### I/O nets highlighted

Bar = 10 um.
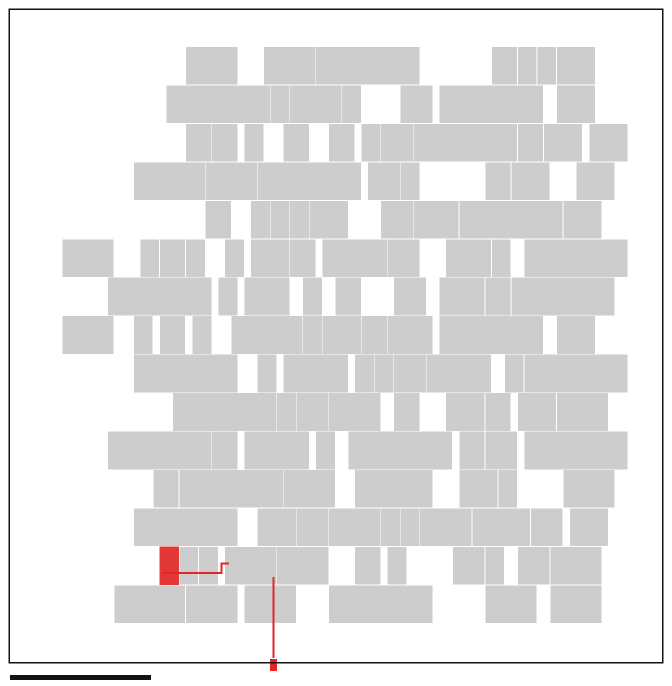
### Power grid

Bar = 10 um. Pins as bars on the die edge. Tap cells in gray.
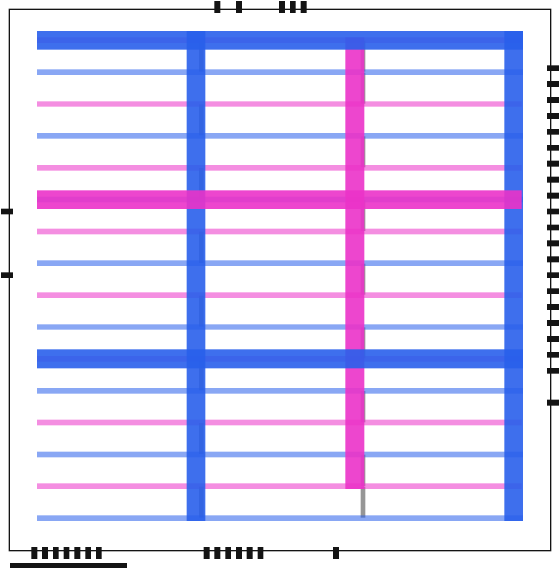
### Cell outlines without signal wires

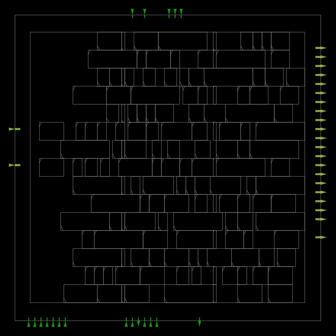
### Cells colored by class

Fill, decap, tap and diode cells in gray.
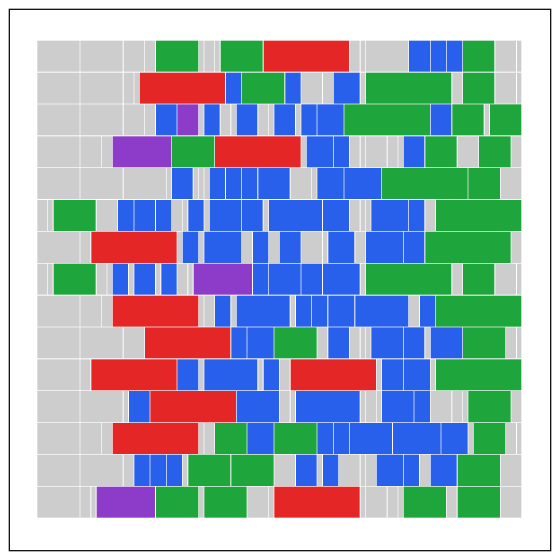
### config.mk
export PLATFORM = sky130hd
export DESIGN_NAME = control_fsm
export DESIGN_NICKNAME = d
export VERILOG_FILES = /design/src/rtl/control_fsm.sv
export SDC_FILE = /design/constraint.sdc
export NUM_CORES = 1
export LEC_CHECK = 0
export CAP_MARGIN = 25
export CORE_MARGIN = 2
export CORE_UTILIZATION = 41
export CTS_BUF_LIST = sky130_fd_sc_hd__clkbuf_8
export DETAILED_ROUTE_END_ITERATION = 7
export PLACE_DENSITY = 0.86
export SLEW_MARGIN = 15
export SYNTH_ARGS = -nofsm -noshare
export SYNTH_HDL_FRONTEND = slang
export SYNTH_SLANG_ARGS = --single-unit
### constraint.sdc
create_clock -name clock -period 3.2 [get_ports clock]
set_clock_uncertainty 0.05 [all_clocks]
set_input_delay 0.48 -clock clock [delete_from_list [all_inputs] [get_ports clock]]
set_output_delay 0.48 -clock clock [all_outputs]
set_load 0.05 [all_outputs]
### src/rtl/control_fsm.sv
// Four-state control sequencer for a simple bus-based processor: fetches a
// 9-bit instruction into IR and issues one-hot register/bus controls per step.
module control_fsm (
    input  logic        clock,
    input  logic        reset,
    input  logic        run,
    input  logic [15:0] din,
    output logic        irin,
    output logic [7:0]  rin,
    output logic [7:0]  rout,
    output logic        gout,
    output logic        dinout,
    output logic        ain,
    output logic        gin,
    output logic        sub,
    output logic        done
);

    localparam logic [1:0] T0 = 2'd0;
    localparam logic [1:0] T1 = 2'd1;
    localparam logic [1:0] T2 = 2'd2;
    localparam logic [1:0] T3 = 2'd3;

    localparam logic [2:0] OP_MV  = 3'b000;
    localparam logic [2:0] OP_MVI = 3'b001;
    localparam logic [2:0] OP_ADD = 3'b010;
    localparam logic [2:0] OP_SUB = 3'b011;

    logic [1:0] state_q;
    logic [1:0] state_d;
    logic [8:0] ir_q;
    logic [2:0] opcode_s;
    logic [2:0] x_s;
    logic [2:0] y_s;

    function automatic logic [7:0] dec3(input logic [2:0] idx);
        return 8'h01 << idx;
    endfunction

    assign opcode_s = ir_q[8:6];
    assign x_s      = ir_q[5:3];
    assign y_s      = ir_q[2:0];

    // State and instruction register update
    always_ff @(posedge clock) begin
        if (reset) begin
            state_q <= T0;
            ir_q    <= 9'h000;
        end else begin
            state_q <= state_d;
            if (irin) begin
                ir_q <= din[8:0];
            end else begin
                ir_q <= ir_q;
            end
        end
    end

    // Next-state sequencing; only two-operand ALU ops walk through T2/T3
    always_comb begin
        state_d = state_q;
        case (state_q)
            T0: begin
                if (run) begin
                    state_d = T1;
                end else begin
                    state_d = T0;
                end
            end
            T1: begin
                if ((opcode_s == OP_ADD) || (opcode_s == OP_SUB)) begin
                    state_d = T2;
                end else begin
                    state_d = T0;
                end
            end
            T2:      state_d = T3;
            T3:      state_d = T0;
            default: state_d = T0;
        endcase
    end

    // Moore control decode; everything is held low while reset is asserted
    always_comb begin
        irin   = 1'b0;
        rin    = 8'h00;
        rout   = 8'h00;
        gout   = 1'b0;
        dinout = 1'b0;
        ain    = 1'b0;
        gin    = 1'b0;
        sub    = 1'b0;
        done   = 1'b0;
        if (reset) begin
            irin = 1'b0;
        end else begin
            case (state_q)
                T0: irin = run;
                T1: begin
                    case (opcode_s)
                        OP_MV: begin
                            rout = dec3(y_s);
                            rin  = dec3(x_s);
                            done = 1'b1;
                        end
                        OP_MVI: begin
                            dinout = 1'b1;
                            rin    = dec3(x_s);
                            done   = 1'b1;
                        end
                        OP_ADD, OP_SUB: begin
                            rout = dec3(x_s);
                            ain  = 1'b1;
                        end
                        default: done = 1'b1;
                    endcase
                end
                T2: begin
                    rout = dec3(y_s);
                    gin  = 1'b1;
                    if (opcode_s == OP_SUB) begin
                        sub = 1'b1;
                    end else begin
                        sub = 1'b0;
                    end
                end
                T3: begin
                    gout = 1'b1;
                    rin  = dec3(x_s);
                    done = 1'b1;
                end
                default: irin = 1'b0;
            endcase
        end
    end

endmodule

==> results.ini <==
[critical_path]
crit_slowest_cell = clkdlybuf4s50_1
critPathRequiredTime_ps = 2670
r2r_start = state_q[0]$_SDFF_PP0_
crit_type = in -> out
cp_top_family = buffers and inverters
worstPathMaxFanout = 11
cp.arrival_ps = 2240
critical_path_depth = 6
r2r-end = ir_q[0]$_SDFFE_PP0P_
start_kind = input port
worstSetupEndpointType = output port

[finish]
final_nets = 158
fillCellCount = 138
n_antenna_cell = 0
final_area_um2 = 1180

[synthesis]
ys_sh_aoi = 0.182
ys_sh_simple = 0.387
top_area_frac = 0.303
synth.top_cells.by_area = dfxtp_1, nand2_1, a21oi_1
synth.cells.most_frequent = nand2_1, a21oi_1, dfxtp_1
ys_area_um2 = 727
logic_family = simple AND/OR/NAND/NOR gates
ff_type = dfxtp_1
synth_cell_types = 29
muxShareOfSynthArea = 0.0138
synth_area_leader_cell = dfxtp_1
edf_count = 0
syn_area_per_cell_um2 = 7.27

[worst_hold_path]
min_from = ir_q[3]$_SDFFE_PP0P_
hold_path_class = reg -> reg
hold_depth = 2

[detailed_routing]
wirelength_um = 2080
first_pass_iters = 4
drc_errors = 0
num_vias = 859
wl_per_cell_um = 13.8
vias_per_cell = 5.69

[global_route]
antenna_found_initial = 0
gr-total-overflow = 0
grt_usage = 0.222
grt_max_degree = 12
grt_pass1_wl_um = 3420

[final_timing]
worst_slew_pin_slew_ps = 500
timing.final.max_slew_violations = 0
rsz0062_at_grt = no
period_used_share = 0.865
period_minus_slack_ps = 2770
relSlewSlack = 0.666
setup_tns_ps = 0

[die]
std_cell_rows = 15
core-area_um2 = 1690
ios = 42
die-width_um = 46.1

[clock_tree]
hold_buffers = 0
clkLatencyLatePin_ps = 240
cts_tree = built
cts-root-buf = clkbuf_8
cts_resized = 0
cts_buffers = 3
htreeDepth = 1

[placed_design]
place_area_um2 = 1130
post-place-cells = 147
place_congestion = 0.891

[run_status]
outcome = finished clean

-- 'I/O nets highlighted' (at the start) --
legend:
  irin:
    color: red
    bits: 1
    direction: output
    end_cells: 1
    buffers: 1
    wire: 10.9 um

-- 'Power grid' (at the start) --
legend:
  VSS:
    color: blue
  VDD:
    color: magenta
met4 straps: 3
signal pins: 42

-- 'Cell outlines without signal wires' (at the start) --
Core Util, Final: 0.698
Non-Filler Instances: 151

-- 'Cells colored by class' (at the start) --
legend:
  combinational and other logic:
    color: blue
    cells: 84
    share_of_their_area: 42%
  remaining buffers and delay cells:
    color: green
    cells: 35
    share_of_their_area: 35%
  sequential cells:
    color: red
    cells: 11
    share_of_their_area: 19%
  clock drivers and dummy loads:
    color: purple
    cells: 4
    share_of_their_area: 4.0%

-- layout by cell type (no fill, tap or decap), types with 4 or more instances in the layout --
cell and n:
o32ai_1 4, dfxtp_1 11, a21oi_1 11, nor3_1 4, nor2_1 9, o22ai_1 4, buf_12 8, buf_4 10
clkdlybuf4s50_1 17, ha_1 4, nand2_1 21
-- stage by stage --
| stage | hold WS (ps) | total power, mW |
|---|---|---|
| 5_1_grt | 486 | 0.381 |
| 3_3_place_gp | 425 | 0.222 |
| 6_report | 440 | 0.364 |
| 3_5_place_dp | 437 | 0.226 |
| 2_1_floorplan | 415 | 0.198 |
| 4_1_cts | 444 | 0.369 |
-- where the power goes --
part | switching, mW | leakage, nW | internal (mW) | total [mW]
Combinational | 0.0375 | 0.335 | 0.0310 | 0.0684
Sequential | 0.0103 | 0.0903 | 0.145 | 0.155
Clock | 0.0548 | 0.0255 | 0.0857 | 0.140
Total | 0.103 | 0.451 | 0.262 | 0.364
-- layout make-up --
| type | instances | area [um^2] | share of cell area |
|---|---|---|---|
| Sequential cell | 11 | 220 | 0.187 |
| Multi-Input combinational cell | 81 | 474 | 0.402 |
| Timing Repair Buffer | 35 | 405 | 0.344 |
| Clock inverter | 1 | 5.00 | 0.00425 |
| Clock buffer | 3 | 41.3 | 0.0350 |
| Inverter | 3 | 11.3 | 0.00955 |
| Tap cell | 17 | 21.3 | 0.0180 |
-- flip-flops by register name, summed over array words and instances (netlist names), named ones only --
signal / count
ir_q: 9
state_q: 1
-- tightest hold or removal path, cell delays in order (launching register included) --
cell     delay [ps]
dfxtp_1         330
nand2_1          60
a21oi_1          50
-- layer usage --
metal,GRT usage,up-vias,part of all wire
li1,-,414,-
met1,0.269,402,0.43
met2,0.369,38,0.50
met3,0.0275,5,0.052
met4,0.137,0,0.021
met5,0,-,0
No activity file was given, so power comes from the tool's default toggle rates.
